==> config.mk <==
export PLATFORM = sky130hd
export DESIGN_NAME = bpf_forwarder
export DESIGN_NICKNAME = d
export VERILOG_FILES = /design/src/rtl/bpf_forwarder.sv
export SDC_FILE = /design/constraint.sdc
export NUM_CORES = 1
export LEC_CHECK = 0
export CAP_MARGIN = 20
export CORE_MARGIN = 1
export CORE_UTILIZATION = 45
export CTS_BUF_LIST = sky130_fd_sc_hd__clkbuf_8
export CTS_CLUSTER_DIAMETER = 80
export DETAILED_ROUTE_END_ITERATION = 10
export PLACE_DENSITY = 0.81
export SYNTH_ARGS = -nofsm -noshare
export SYNTH_HDL_FRONTEND = slang
export SYNTH_SLANG_ARGS = --single-unit
export TNS_END_PERCENT = 10
==> constraint.sdc <==
create_clock -name clk -period 8.83 [get_ports clk]
set_clock_uncertainty 0.1 [all_clocks]
set_input_delay 2.649 -clock clk [delete_from_list [all_inputs] [get_ports clk]]
set_output_delay 2.649 -clock clk [all_outputs]
set_load 0.01 [all_outputs]
==> src/rtl/bpf_forwarder.sv <==
// Reads an accepted packet out of bpfvm packet memory and streams it as 64-bit AXI4-Stream.
// Define BPF_FORWARDER_STATS_EN to add the stat_pkts / stat_bytes counters.
module bpf_forwarder #(
    parameter int ADDR_WIDTH = 10,
    parameter int LEN_WIDTH  = 13,
    parameter int RD_LATENCY = 1
) (
    input  logic                  clk,
    input  logic                  rst,
    input  logic                  ready_for_forwarder,
    input  logic [LEN_WIDTH-1:0]  pkt_len,
    output logic [ADDR_WIDTH-1:0] forwarder_rd_addr,
    output logic                  forwarder_rd_en,
    input  logic [63:0]           forwarder_rd_data,
    output logic                  forwarder_done,
    output logic [63:0]           m_tdata,
    output logic [7:0]            m_tkeep,
    output logic                  m_tlast,
    output logic                  m_tvalid,
    input  logic                  m_tready
`ifdef BPF_FORWARDER_STATS_EN
    ,
    output logic [31:0]           stat_pkts,
    output logic [31:0]           stat_bytes
`endif
);

    localparam int BW = ADDR_WIDTH + 1;
    localparam int CW = (LEN_WIDTH > ADDR_WIDTH + 4) ? LEN_WIDTH : ADDR_WIDTH + 4;
    localparam logic [CW-1:0] MAX_LEN = CW'(8) << ADDR_WIDTH;

    if (RD_LATENCY != 1) begin : g_lat_chk
        $error("bpf_forwarder supports RD_LATENCY == 1 only");
    end

    typedef enum logic [2:0] {IDLE, CALC, READ, DRAIN, DONE, HOLD} state_t;

    state_t               state, state_nxt;
    logic [LEN_WIDTH-1:0] len_q;
    logic [BW-1:0]        beats_q, issue_cnt;
    logic [7:0]           lastkeep_q;
    logic                 inflight, inflight_last;
    logic [63:0]          buf_data [2];
    logic [1:0]           buf_last;
    logic                 wr_ptr, rd_ptr;
    logic [1:0]           buf_count;

    logic [CW-1:0]        len_ext, len_clamp;
    logic [BW-1:0]        beats_calc;
    logic [7:0]           keep_calc;
    logic                 issue_last, head_valid, head_last, push, pop;
    logic [63:0]          head_data;

    always_comb begin
        len_ext    = CW'(len_q);
        len_clamp  = (len_ext > MAX_LEN) ? MAX_LEN : len_ext;
        beats_calc = BW'((len_clamp + CW'(7)) >> 3);
        keep_calc  = (len_clamp[2:0] == 3'd0) ? 8'hFF
                   : 8'(8'hFF << (4'd8 - {1'b0, len_clamp[2:0]}));
    end

    // Reads are throttled so buffered beats plus the one in flight never exceed two.
    always_comb begin
        issue_last        = (issue_cnt == beats_q - BW'(1));
        forwarder_rd_en   = (state == READ) && (issue_cnt < beats_q)
                          && ((buf_count + {1'b0, inflight}) < 2'd2);
        forwarder_rd_addr = forwarder_rd_en ? issue_cnt[ADDR_WIDTH-1:0] : '0;
        forwarder_done    = (state == DONE);
    end

    // Fall-through buffer: with nothing stored, the returning read beat is the head.
    always_comb begin
        head_valid = (buf_count != 2'd0) || inflight;
        head_data  = (buf_count != 2'd0) ? buf_data[rd_ptr] : forwarder_rd_data;
        head_last  = (buf_count != 2'd0) ? buf_last[rd_ptr] : inflight_last;
        push       = inflight;
        pop        = head_valid && m_tready;
        m_tvalid   = head_valid;
        m_tdata    = head_valid ? head_data : '0;
        m_tlast    = head_valid && head_last;
        m_tkeep    = !head_valid ? 8'h00 : (head_last ? lastkeep_q : 8'hFF);
    end

    always_comb begin
        state_nxt = state;
        unique case (state)
            IDLE:    if (ready_for_forwarder) state_nxt = CALC;
            CALC:    state_nxt = (beats_calc == '0) ? DONE : READ;
            READ:    if (forwarder_rd_en && issue_last) state_nxt = DRAIN;
            DRAIN:   if (pop && head_last) state_nxt = DONE;
            DONE:    state_nxt = HOLD;
            HOLD:    state_nxt = IDLE;
            default: state_nxt = IDLE;
        endcase
    end

    always_ff @(posedge clk or posedge rst) begin
        if (rst) begin
            state         <= IDLE;
            len_q         <= '0;
            beats_q       <= '0;
            lastkeep_q    <= '0;
            issue_cnt     <= '0;
            inflight      <= 1'b0;
            inflight_last <= 1'b0;
            wr_ptr        <= 1'b0;
            rd_ptr        <= 1'b0;
            buf_count     <= '0;
            buf_last      <= '0;
        end else begin
            state <= state_nxt;
            if (state == IDLE && ready_for_forwarder) len_q <= pkt_len;
            if (state == CALC) begin
                beats_q    <= beats_calc;
                lastkeep_q <= keep_calc;
                issue_cnt  <= '0;
            end else if (forwarder_rd_en) begin
                issue_cnt <= issue_cnt + BW'(1);
            end
            inflight      <= forwarder_rd_en;
            inflight_last <= forwarder_rd_en && issue_last;
            if (push) begin
                buf_last[wr_ptr] <= inflight_last;
                wr_ptr           <= ~wr_ptr;
            end
            if (pop) rd_ptr <= ~rd_ptr;
            buf_count <= buf_count + 2'(push) - 2'(pop);
        end
    end

    always_ff @(posedge clk) begin
        if (push) buf_data[wr_ptr] <= forwarder_rd_data;
    end

`ifdef BPF_FORWARDER_STATS_EN
    always_ff @(posedge clk or posedge rst) begin
        if (rst) begin
            stat_pkts  <= '0;
            stat_bytes <= '0;
        end else if (state == DONE) begin
            stat_pkts  <= stat_pkts + 32'd1;
            stat_bytes <= stat_bytes + 32'(len_q);
        end
    end
`endif

endmodule
run_1/ff_map.png
Scale bar: 50 microns. Other sequential cells in the stronger grey, the rest of the logic in the fainter grey.
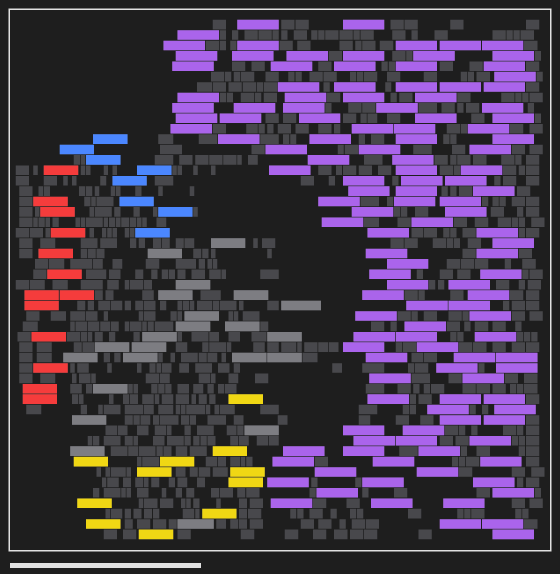
Key: `buf_data` = purple [placed flops 128]; `issue_cnt` = yellow [placed flops 11]; `len_q` = red [placed flops 13, where left middle]; `lastkeep_q` = blue [placed flops 8]
Another 22 sequential cells are not coloured.
storage element area: 5200 sq um
utilization after layout: 0.584

run_1/congestion_map.png
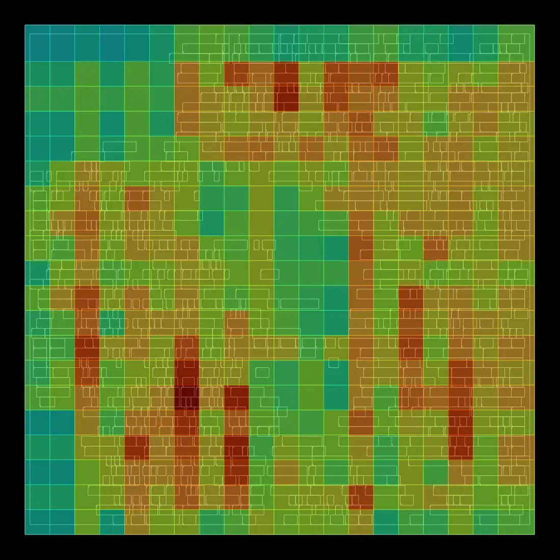
met1 Use GR: 0.247
met2 usage: 0.335
GRT Util Overall: 0.196
gr busiest metal: met2

==> results_slide.txt, run 1 <==
Run Summary

Status
  – Outcome: complete, no violations

Finish
  – Signal buffers: ~180
  – Number of sequential cells: approximately 180
  – N_diodes: 0
  – Logic area: 3260 sq um
  – Most frequent cells in the layout: 166 x clkdlybuf4s50_1, 128 x edfxtp_1, 91 x o21ai_0, 77 x nand3_1, 70 x mux2i_1
  – Fill count: 1536

Final timing
  – RSZ-0062 raised after global routing: false
  – Slew @ Worst Pin: roughly 1.0 ns
  – Setup TNS: 0 ns
  – Slew headroom: 0.333
  – Slew Limit Fails: 0
  – Hold_ws: 0.385 ns

Yosys
  – Seq share, synth: 0.596
  – Yosys Instances: 737
  – Count leader, synth: edfxtp_1
  – Top-area cell share: 0.441
  – Adder Area Share: 0.0287
  – Synth mux share: 0.100
  – Net count after synthesis: between 800 and 900
  – Synthesis area per yosys: roughly 8700 sq um
  – Post-synth area hogs: edfxtp_1 44%, dfrtp_1 15%, mux2i_1 8.0%
  – Aoi share: 0.0874
  – Post-synth top area cell: edfxtp_1
  – Synth Cell Area: 8720 sq um
  – Yosys simple share: 0.125
  – Flops & latches, synth: 182

Setup path
  – Depth of the most critical reg-to-reg path: 9
  – Worst Setup End Kind: primary output
  – RR Startpoint: inflight
  – Type of element launching the critical path: primary input
  – Crit path to: m_tdata[36]
  – WP data required: 6.08 ns

GRT
  – Grt ovf: 0
  – Largest net degree at the start of global routing: roughly 120
  – Vias in the first global route: 5906
  – Global-route wire length before repair: 30400 microns

Pwr
  – Switching share of power: 0.327
  – PD cells: 211 nW/um^2
  – Logic power comb: 813 uW
  – Seq pwr share: 0.412
  – Power Clock: between 500 and 600 uW
  – Top power group: registers
  – Clock power frac: 0.237
  – Power in sequential cells: 954 uW
  – Leak Pwr: 0.00411 uW

Place
  – Place WS: 2.07 ns
  – DP HPWL: between 10000 and 15000 microns

Detailed routing
  – WL/cell: 16.5 microns
  – DRT iter0 DRCs: 372
  – M1 wire length: 8260 microns
  – Final ANT Viol Nets: 0

Clock tree
  – Cts repair resizes: 0
  – Num CTS Buffers: 17
  – TritonCTS clock tree: done
  – H-Tree Depth: 4
  – Hold buffers post-CTS: 0

Floorplanning
  – Tapcells: 260
  – Core ar.: 18800 sq um

Worst hold path
  – Hold path depth: 2
  – HP Start: lastkeep_q[7]
run_1/gates.png
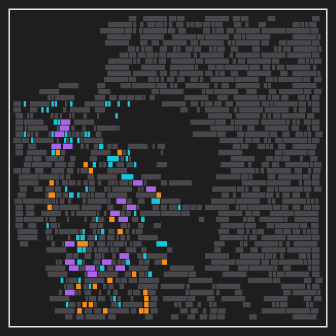
Key: nor cells = cyan [cells 60, most used nor2_1]; and/or cells = orange [cells 25, most used and3_1]; fa/ha/maj cells = purple [cells 20, most used ha_1]
Non-Filler Instances: 1158
Commonest Layout Cell: clkdlybuf4s50_1

[run 1: cell families (layout without fill, tap and decap cells)]
kind of cell | Yosys count | in the layout
XOR/XNOR | 31 | 31
AND/OR/NAND/NOR | 216 | 216
multiplexers | 85 | 85
adder cells (fa/ha/maj) | 20 | 20
flip-flops | 182 | 182
AND-OR/OR-AND | 133 | 133
buffers and inverters | 70 | 231
[run 1: flip-flops by register name, indices dropped and copies added (netlist names)]
signal	flops
beats_q	11
inflight_last	1
lastkeep_q	8
rd_ptr	1
len_q	13
state	3
buf_data	128
wr_ptr	1
issue_cnt	11
inflight	1
buf_count	2
buf_last	2
[run 1: critical path, stage by stage]
cell and delay (ns):
clkdlybuf4s50_1 0.52, nand3_1 0.09, o21ai_0 0.13, clkdlybuf4s50_1 0.62
run_1/closeup.png
Scale bar: 10 microns. Window x 23 to 48, y 23 to 48 microns. Cells in grey, sequential cells in the stronger grey; small squares are vias.
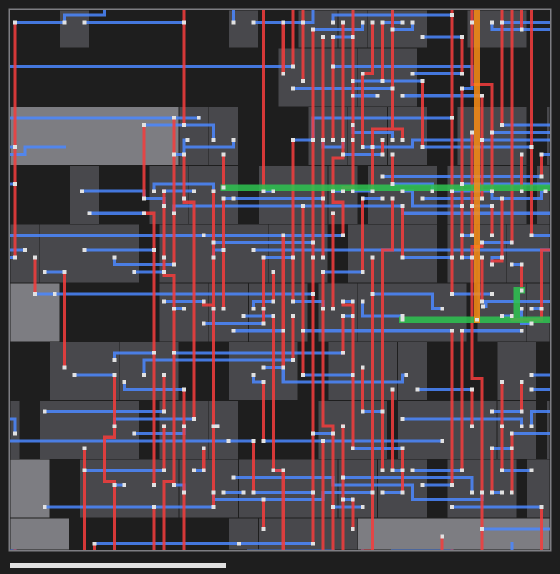

==> inputs of run 2 (changes only) <==
PLACE_DENSITY = 0.83   (was 0.81)
clock period = 5.9 ns   (was 8.83 ns; I/O delays follow)
run_2/closeup.png
Scale bar: 10 microns. Window x 23 to 48, y 23 to 48 microns. Cells in grey, sequential cells in the stronger grey; small squares are vias.
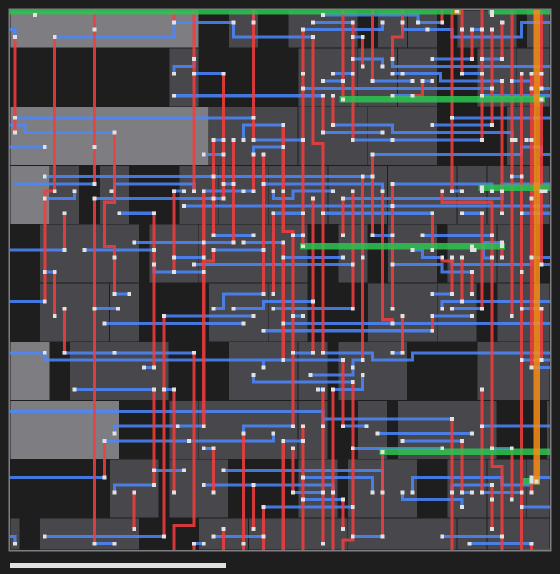
Key: M2 = red; M4 = orange; M1 = blue; M3 = green
Netlist names of flops here include `beats_q` (3). 64 logic cells have their middle in the window. Sequential cells in the window: 3. Most frequent: inv_1 (8), ha_1 (8), xnor2_1 (6).

==> results_slide.txt, run 2 <==
Run Summary

Worst hold path
  – HP Start: lastkeep_q[1]
  – Hold path depth: 2

Finish
  – N_diodes: 0
  – Non-Filler Instances: approximately 1200
  – Most frequent cells in the layout: 166 x clkdlybuf4s50_1, 128 x edfxtp_1, 91 x o21ai_0, 77 x nand3_1, 70 x mux2i_1
  – Commonest Layout Cell: clkdlybuf4s50_1
  – Utilization after layout: 0.586
  – Fill count: approximately 1500
  – Storage element area: 5200 sq um
  – Max reg flops: 128

Clock tree
  – TritonCTS clock tree: done
  – Num Clock Sinks: 182
  – Cts repair resizes: 0
  – H-Tree Depth: 4
  – Clk ins delay skew pair: 0.47 ns
  – Hold buffers post-CTS: 0

Yosys
  – Top-area cell share: 0.441
  – Post-synth top area cell: edfxtp_1
  – Net count after synthesis: 838
  – Count leader, synth: edfxtp_1
  – Yosys Instances: 737
  – Seq share, synth: 0.596
  – Synth Cell Area: 8720 sq um
  – Synthesis area per yosys: ~8700 sq um
  – Post-synth area hogs: edfxtp_1 44%, dfrtp_1 15%, mux2i_1 8.0%

Setup path
  – CP max stage delay: 0.59 ns
  – Crit-path cells: ha_1, a211oi_1, o211ai_1, nor2_2, nand2_1, inv_1, clkdlybuf4s50_1
  – RR Startpoint: inflight
  – Crit path to: forwarder_rd_en
  – Depth of the most critical reg-to-reg path: 4
  – Type of element launching the critical path: register
  – Crit path max-delay cell type: clkdlybuf4s50_1
  – CP startpoint: issue_cnt[8]
  – WP data required: 4.03 ns
  – Critical path depth in cells: 7
  – Buffers plus inverters on the worst setup path: 2
  – Kind of cell adding the most delay to the critical path: buffers and inverters

Pwr
  – PD cells: 318 nW/um^2
  – Clock power frac: 0.240
  – Power in sequential cells: 1450 uW
  – Seq pwr share: 0.415
  – Logic power comb: 1210 uW
  – Top power group: registers
  – Power Clock: 841 uW
  – Switching share of power: 0.323
  – Leak Pwr: about 0.0041 uW

GRT
  – Global-route wire length before repair: ~31000 microns
  – Largest net degree at the start of global routing: 95
  – Met2 usage: 0.342
  – GRT Util Overall: 0.202
  – Met1 Use GR: 0.247
  – Grt ovf: 0
  – Gr busiest metal: met2
  – Vias in the first global route: 6072

Final timing
  – Slew headroom: 0.407
  – Slew @ Worst Pin: 0.890 ns
  – RSZ-0062 raised after global routing: false
  – Hold_ws: about 0.4 ns
  – Setup TNS: 0 ns
  – Slew Limit Fails: 0

Floorplanning
  – FP Util: 0.463
  – Core ar.: 18800 sq um

Detailed routing
  – Final ANT Viol Nets: 0
  – DRT iter0 DRCs: 509
  – M1 wire length: approximately 8500 microns
  – WL/cell: 17.0 microns
  – 1st-pass router iterations: 4

Place
  – DP HPWL: ~13000 microns
  – Place WS: around 0.9 ns

Status
  – Outcome: complete, no violations
-- run 2: tightest hold or removal path, cell delays in order, from the launching register on --
cell     delay (ns)
dfrtp_1        0.36
nand2_1        0.05
o21ai_0        0.06
-- run 2: cell families after synthesis --
group                    count (synthesis)  synth area share
XOR/XNOR                                31            0.0311
multiplexers                            85             0.100
AND-OR/OR-AND                          133            0.0874
AND/OR/NAND/NOR                        216             0.125
buffers and inverters                   70            0.0321
flip-flops                             182             0.596
adder cells (fa/ha/maj)                 20            0.0287
-- run 2: final cells by class --
cell class | instances | area share
flip-flops and latches | 182 | 0.471
clock buffers | 17 | 0.0212
repair buffers | 176 | 0.160
well taps | 260 | 0.0295
multi-input cells | 485 | 0.295
inverters | 24 | 0.00816
clock inverters | 15 | 0.0144
Power figures rest on the tool's default switching activity, not on a simulated workload.
